wires.png
(2 px per µm) Only two layers are drawn.
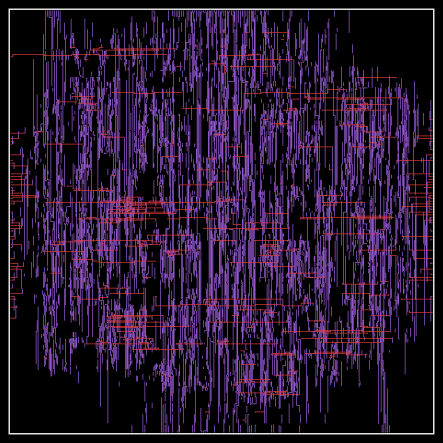
metal_density.png
(1 px per µm) 21 x 21 tiles, from dark purple (low) to yellow (high), scaled to the fullest tile. Values are wire area over tile area, all layers added.
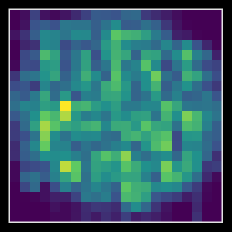
detail.png
Region (91, 91) to (121, 121) µm. Cells in grey, sequential cells in the stronger grey; small squares are vias.
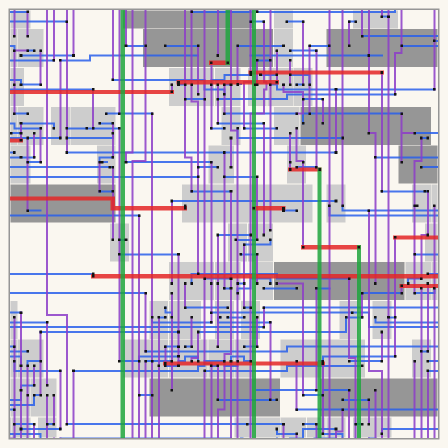
==> config.mk <==
export PLATFORM = sky130hd
export DESIGN_NAME = des_encrypt
export DESIGN_NICKNAME = d
export VERILOG_FILES = /design/src/rtl/des_pkg.sv /design/src/rtl/des_round.sv /design/src/rtl/des_encrypt.sv
export SDC_FILE = /design/constraint.sdc
export NUM_CORES = 1
export LEC_CHECK = 0
export ABC_AREA = 1
export CAP_MARGIN = 15
export CORE_MARGIN = 1.5
export CORE_UTILIZATION = 35
export CTS_CLUSTER_SIZE = 20
export DETAILED_ROUTE_END_ITERATION = 7
export SYNTH_ARGS = -nofsm -noshare
export SYNTH_HDL_FRONTEND = slang
export SYNTH_SLANG_ARGS = --single-unit
==> constraint.sdc <==
create_clock -name clk -period 16.6 [get_ports clk]
set_input_delay 4.98 -clock clk [delete_from_list [all_inputs] [get_ports clk]]
set_output_delay 4.98 -clock clk [all_outputs]
set_load 0.02 [all_outputs]
==> src/rtl/des_pkg.sv <==
// Shared DES constants and helpers: permutation tables, key shift schedule,
// S-boxes, the control state enum and MSB-first permutation functions.
package des_pkg;

    typedef enum logic {IDLE, RUN} state_t;

    localparam int IP_TBL [64] = '{
        58, 50, 42, 34, 26, 18, 10, 2, 60, 52, 44, 36, 28, 20, 12, 4,
        62, 54, 46, 38, 30, 22, 14, 6, 64, 56, 48, 40, 32, 24, 16, 8,
        57, 49, 41, 33, 25, 17,  9, 1, 59, 51, 43, 35, 27, 19, 11, 3,
        61, 53, 45, 37, 29, 21, 13, 5, 63, 55, 47, 39, 31, 23, 15, 7};

    localparam int FP_TBL [64] = '{
        40, 8, 48, 16, 56, 24, 64, 32, 39, 7, 47, 15, 55, 23, 63, 31,
        38, 6, 46, 14, 54, 22, 62, 30, 37, 5, 45, 13, 53, 21, 61, 29,
        36, 4, 44, 12, 52, 20, 60, 28, 35, 3, 43, 11, 51, 19, 59, 27,
        34, 2, 42, 10, 50, 18, 58, 26, 33, 1, 41,  9, 49, 17, 57, 25};

    localparam int E_TBL [48] = '{
        32,  1,  2,  3,  4,  5,  4,  5,  6,  7,  8,  9,
         8,  9, 10, 11, 12, 13, 12, 13, 14, 15, 16, 17,
        16, 17, 18, 19, 20, 21, 20, 21, 22, 23, 24, 25,
        24, 25, 26, 27, 28, 29, 28, 29, 30, 31, 32,  1};

    localparam int P_TBL [32] = '{
        16,  7, 20, 21, 29, 12, 28, 17,  1, 15, 23, 26,  5, 18, 31, 10,
         2,  8, 24, 14, 32, 27,  3,  9, 19, 13, 30,  6, 22, 11,  4, 25};

    localparam int PC1_TBL [56] = '{
        57, 49, 41, 33, 25, 17,  9,  1, 58, 50, 42, 34, 26, 18,
        10,  2, 59, 51, 43, 35, 27, 19, 11,  3, 60, 52, 44, 36,
        63, 55, 47, 39, 31, 23, 15,  7, 62, 54, 46, 38, 30, 22,
        14,  6, 61, 53, 45, 37, 29, 21, 13,  5, 28, 20, 12,  4};

    localparam int PC2_TBL [48] = '{
        14, 17, 11, 24,  1,  5,  3, 28, 15,  6, 21, 10,
        23, 19, 12,  4, 26,  8, 16,  7, 27, 20, 13,  2,
        41, 52, 31, 37, 47, 55, 30, 40, 51, 45, 33, 48,
        44, 49, 39, 56, 34, 53, 46, 42, 50, 36, 29, 32};

    localparam int SHIFT_TBL [16] = '{1, 1, 2, 2, 2, 2, 2, 2, 1, 2, 2, 2, 2, 2, 2, 1};

    // Each S-box is stored row-major: entry index = {row(b1,b6), col(b2..b5)}.
    localparam int SBOX [8][64] = '{
        '{14, 4, 13, 1, 2, 15, 11, 8, 3, 10, 6, 12, 5, 9, 0, 7,
          0, 15, 7, 4, 14, 2, 13, 1, 10, 6, 12, 11, 9, 5, 3, 8,
          4, 1, 14, 8, 13, 6, 2, 11, 15, 12, 9, 7, 3, 10, 5, 0,
          15, 12, 8, 2, 4, 9, 1, 7, 5, 11, 3, 14, 10, 0, 6, 13},
        '{15, 1, 8, 14, 6, 11, 3, 4, 9, 7, 2, 13, 12, 0, 5, 10,
          3, 13, 4, 7, 15, 2, 8, 14, 12, 0, 1, 10, 6, 9, 11, 5,
          0, 14, 7, 11, 10, 4, 13, 1, 5, 8, 12, 6, 9, 3, 2, 15,
          13, 8, 10, 1, 3, 15, 4, 2, 11, 6, 7, 12, 0, 5, 14, 9},
        '{10, 0, 9, 14, 6, 3, 15, 5, 1, 13, 12, 7, 11, 4, 2, 8,
          13, 7, 0, 9, 3, 4, 6, 10, 2, 8, 5, 14, 12, 11, 15, 1,
          13, 6, 4, 9, 8, 15, 3, 0, 11, 1, 2, 12, 5, 10, 14, 7,
          1, 10, 13, 0, 6, 9, 8, 7, 4, 15, 14, 3, 11, 5, 2, 12},
        '{7, 13, 14, 3, 0, 6, 9, 10, 1, 2, 8, 5, 11, 12, 4, 15,
          13, 8, 11, 5, 6, 15, 0, 3, 4, 7, 2, 12, 1, 10, 14, 9,
          10, 6, 9, 0, 12, 11, 7, 13, 15, 1, 3, 14, 5, 2, 8, 4,
          3, 15, 0, 6, 10, 1, 13, 8, 9, 4, 5, 11, 12, 7, 2, 14},
        '{2, 12, 4, 1, 7, 10, 11, 6, 8, 5, 3, 15, 13, 0, 14, 9,
          14, 11, 2, 12, 4, 7, 13, 1, 5, 0, 15, 10, 3, 9, 8, 6,
          4, 2, 1, 11, 10, 13, 7, 8, 15, 9, 12, 5, 6, 3, 0, 14,
          11, 8, 12, 7, 1, 14, 2, 13, 6, 15, 0, 9, 10, 4, 5, 3},
        '{12, 1, 10, 15, 9, 2, 6, 8, 0, 13, 3, 4, 14, 7, 5, 11,
          10, 15, 4, 2, 7, 12, 9, 5, 6, 1, 13, 14, 0, 11, 3, 8,
          9, 14, 15, 5, 2, 8, 12, 3, 7, 0, 4, 10, 1, 13, 11, 6,
          4, 3, 2, 12, 9, 5, 15, 10, 11, 14, 1, 7, 6, 0, 8, 13},
        '{4, 11, 2, 14, 15, 0, 8, 13, 3, 12, 9, 7, 5, 10, 6, 1,
          13, 0, 11, 7, 4, 9, 1, 10, 14, 3, 5, 12, 2, 15, 8, 6,
          1, 4, 11, 13, 12, 3, 7, 14, 10, 15, 6, 8, 0, 5, 9, 2,
          6, 11, 13, 8, 1, 4, 10, 7, 9, 5, 0, 15, 14, 2, 3, 12},
        '{13, 2, 8, 4, 6, 15, 11, 1, 10, 9, 3, 14, 5, 0, 12, 7,
          1, 15, 13, 8, 10, 3, 7, 4, 12, 5, 6, 11, 0, 14, 9, 2,
          7, 11, 4, 1, 9, 12, 14, 2, 0, 6, 10, 13, 15, 3, 5, 8,
          2, 1, 14, 7, 4, 10, 8, 13, 15, 12, 9, 0, 3, 5, 6, 11}};

    // DES bit n of a W-bit vector lives at index W-n (bit 1 is the MSB).
    function automatic logic [63:0] perm_ip(input logic [63:0] x);
        logic [63:0] y;
        for (int i = 0; i < 64; i++) y[63-i] = x[64-IP_TBL[i]];
        return y;
    endfunction

    function automatic logic [63:0] perm_fp(input logic [63:0] x);
        logic [63:0] y;
        for (int i = 0; i < 64; i++) y[63-i] = x[64-FP_TBL[i]];
        return y;
    endfunction

    function automatic logic [47:0] perm_e(input logic [31:0] x);
        logic [47:0] y;
        for (int i = 0; i < 48; i++) y[47-i] = x[32-E_TBL[i]];
        return y;
    endfunction

    function automatic logic [31:0] perm_p(input logic [31:0] x);
        logic [31:0] y;
        for (int i = 0; i < 32; i++) y[31-i] = x[32-P_TBL[i]];
        return y;
    endfunction

    function automatic logic [55:0] perm_pc1(input logic [63:0] x);
        logic [55:0] y;
        for (int i = 0; i < 56; i++) y[55-i] = x[64-PC1_TBL[i]];
        return y;
    endfunction

    function automatic logic [47:0] perm_pc2(input logic [55:0] x);
        logic [47:0] y;
        for (int i = 0; i < 48; i++) y[47-i] = x[56-PC2_TBL[i]];
        return y;
    endfunction

    function automatic logic [31:0] sbox_sub(input logic [47:0] x);
        logic [31:0] y;
        logic [5:0]  b;
        for (int i = 0; i < 8; i++) begin
            b = x[47-6*i -: 6];
            y[31-4*i -: 4] = 4'(SBOX[i][{b[5], b[0], b[4:1]}]);
        end
        return y;
    endfunction

    function automatic logic [27:0] rotl28(input logic [27:0] x, input int n);
        return (n == 2) ? {x[25:0], x[27:26]} : {x[26:0], x[27]};
    endfunction

    function automatic logic [27:0] rotr28(input logic [27:0] x, input int n);
        return (n == 2) ? {x[1:0], x[27:2]} : {x[0], x[27:1]};
    endfunction

endpackage

==> src/rtl/des_round.sv <==
// One combinational DES Feistel round: L' = R, R' = L xor P(S(E(R) xor K)).
module des_round
    import des_pkg::*;
(
    input  logic [31:0] l,
    input  logic [31:0] r,
    input  logic [47:0] k,
    output logic [31:0] l_next,
    output logic [31:0] r_next
);

    assign l_next = r;
    assign r_next = l ^ perm_p(sbox_sub(perm_e(r) ^ k));

endmodule

==> src/rtl/des_encrypt.sv <==
// Iterative DES core, one Feistel round per clock, 16 rounds per block.
// Define DES_DECRYPT_EN to add a decrypt input that reverses the subkey order.
module des_encrypt
    import des_pkg::*;
(
    input  logic        clk,
    input  logic        rst,
`ifdef DES_DECRYPT_EN
    input  logic        decrypt,
`endif
    input  logic [63:0] data,
    input  logic        data_vld,
    input  logic [63:0] key,
    output logic [63:0] result,
    output logic        result_vld
);

    state_t      state;
    logic [4:0]  cnt;
    logic [3:0]  rnd;
    logic [31:0] l_q, r_q, l_nx, r_nx;
    logic [27:0] c_q, d_q, c_nx, d_nx;
    logic [47:0] sub_key;
`ifdef DES_DECRYPT_EN
    logic        dec_q;
`endif

    assign rnd = 4'(cnt - 5'd1);

    // NOTE: the encrypt rotation is assigned first so every path through this block drives c_nx/d_nx and no latch is inferred.
    always_comb begin
        c_nx = rotl28(c_q, SHIFT_TBL[rnd]);
        d_nx = rotl28(d_q, SHIFT_TBL[rnd]);
`ifdef DES_DECRYPT_EN
        // Decrypt walks the schedule backwards: C0D0 already equals C16D16.
        if (dec_q) begin
            if (rnd == 4'd0) begin
                c_nx = c_q;
                d_nx = d_q;
            end else begin
                c_nx = rotr28(c_q, SHIFT_TBL[4'(5'd16 - {1'b0, rnd})]);
                d_nx = rotr28(d_q, SHIFT_TBL[4'(5'd16 - {1'b0, rnd})]);
            end
        end
`endif
    end

    assign sub_key = perm_pc2({c_nx, d_nx});

    des_round u_round (
        .l      (l_q),
        .r      (r_q),
        .k      (sub_key),
        .l_next (l_nx),
        .r_next (r_nx)
    );

    // NOTE: non-blocking assignments so every register samples pre-edge values, matching the hardware.
    always_ff @(posedge clk or posedge rst) begin
        if (rst) begin
            state      <= IDLE;
            cnt        <= '0;
            l_q        <= '0;
            r_q        <= '0;
            c_q        <= '0;
            d_q        <= '0;
            result     <= '0;
            result_vld <= 1'b0;
`ifdef DES_DECRYPT_EN
            dec_q      <= 1'b0;
`endif
        end else begin
            result_vld <= 1'b0;
            case (state)
                IDLE: begin
                    if (data_vld) begin
                        {l_q, r_q} <= perm_ip(data);
                        {c_q, d_q} <= perm_pc1(key);
                        cnt        <= 5'd1;
                        state      <= RUN;
`ifdef DES_DECRYPT_EN
                        dec_q      <= decrypt;
`endif
                    end
                end
                RUN: begin
                    l_q <= l_nx;
                    r_q <= r_nx;
                    c_q <= c_nx;
                    d_q <= d_nx;
                    if (cnt == 5'd16) begin
                        // Halves are swapped before the final permutation.
                        result     <= perm_fp({r_nx, l_nx});
                        result_vld <= 1'b1;
                        cnt        <= '0;
                        state      <= IDLE;
                    end else begin
                        cnt <= cnt + 5'd1;
                    end
                end
                default: state <= IDLE;
            endcase
        end
    end

endmodule

==> summary.txt <==
run results: Max Fclk 141 MHz, vias in the first global route 15872, buffer count from post-CTS setup fixing 0, largest incremental delay on the critical path 0.85 ns, flop and latch count out of synthesis 191, setup repair after global routing missed its margin false, fraction of synthesis flops using an asynchronous set or reset pin 100%, Top cells excl fill/tap sky130_fd_sc_hd__nand2_1, sky130_fd_sc_hd__nand3_1, sky130_fd_sc_hd__inv_1, Placed Instance Area 17300 µm², DRT met1 WL 25000 µm, nature of the critical path startpoint primary input, routed wire length per instance 19.4 µm, DP Cell Count 3021, worst hold path cell count 2, largest net degree at the start of global routing 129, post-route clock period utilization 42.9%, initial core utilization 35.4%, logic share of the area 50.0%, final instance count without filler cells 3054, later-pin clock latency in the skew report 0.47 ns, floorplan core area 43000 µm², most common cell after layout, fill and taps aside sky130_fd_sc_hd__nand2_1, total number of cells along the worst setup path 8, Most used DFF post-synth sky130_fd_sc_hd__dfrtp_1, final worst hold slack 0.483 ns, first element of the critical path data_vld, part of the Yosys area used for sequential elements 31.4%, area share of and-or/or-and cells after synthesis 9.45%, mux contribution to synthesized area 0%, number of clock buffers inserted by TritonCTS 17, CTS Sinks 191, DR top layer met4, global-route met1 utilization 34.5%, top area contributor share 31.4%, critical path's most frequent cell sky130_fd_sc_hd__buf_4, count of library flops with an enable pin 0, met3 layer usage reported by global route 3.80%, initial antenna violation count 1, worst hold path class flop to flop, kind of cell adding the most delay to the critical path buffers and inverters, die boundary width 212 µm, post-detail-place hpwl 43800 µm, Setup TNS 0 ns, registers with the highest flip-flop counts result x64, l_q x32, r_q x32, registers 191, simple share 42.8%, number of buffers and inverters on the critical path 5, Remaining Overflow, GRT 0, FF/Latch Area 4780 µm², number of optimization iterations in the first detailed-route pass 5, clock root buffer master sky130_fd_sc_hd__clkbuf_16, final layout net count 2652, xor/xnor cell area share of the yosys netlist 1.47%, most popular library cell in the synthesized design by count sky130_fd_sc_hd__nand2_1, Main logic family simple AND/OR/NAND/NOR gates, synth top area cells sky130_fd_sc_hd__dfrtp_1, sky130_fd_sc_hd__nand2_1, sky130_fd_sc_hd__nand3_1, end point of the most critical hold path result[50], Reg with most FFs result, clock tree from TritonCTS yes, end of the critical path r_q[16], Worst Path Required 16.93 ns, Mapped Area 15200 µm², clk_buf instances 19, run status complete, no violations, post-layout instance area 18000 µm², Synth top cells by count sky130_fd_sc_hd__nand2_1, sky130_fd_sc_hd__nand3_1, sky130_fd_sc_hd__inv_1, sky130_fd_sc_hd__dfrtp_1, sky130_fd_sc_hd__o21ai_0, remaining design rule violation count 0, hold-fix buffers at CTS 0, max-cap viol count 0, final antenna diode count 1, number of flip-flops in the largest register 64, Routed met2 length 28000 µm, met2 demand-to-capacity share in global routing 45.1%, area share of buffers outside the clock network 10.7%, final core utilization 41.9%, post-DR vias/cell 5.33, DRT iter0 DRCs 1747, fraction of area in clock buffers and inverters 3.75%, Port-buffer cells 187, met3 wire length 3250 µm, Floorplan Nets 2533, number of hold violations in the final report 0, first-pass GRT wire length 91700 µm, min-delay src result[50], most congested layer reported by global routing met2, pin slew with the least headroom to its limit 1.05 ns, area of the die 44700 µm², final max-slew violation count 0, dominant kind of cell multi-input combinational cells, Worst Setup End Kind flop, number of logic inverters in the finished layout 234
## Picture notes: wires.png
legend:
  red:
    layer: metal 3
    wire_length: 3250 µm
  purple:
    layer: metal 2
    wire_length: 28.0 mm

## Picture notes: metal_density.png
nearly empty tiles: 9.1%
mean over tiles: 0.22
tiles over half the peak: 26%
fullest tile: 0.59
emptiest ninth of the die: bottom left

## Picture notes: detail.png
legend:
  purple:
    layer: metal 2
  green:
    layer: metal 4
  red:
    layer: metal 3
  blue:
    layer: metal 1
sequential cells in the window: 7
cells with their middle in the window: 58
netlist names of flops here include: l_q (3), r_q (2)
most frequent: nand3_1 (17), nand2_1 (16), inv_1 (8)

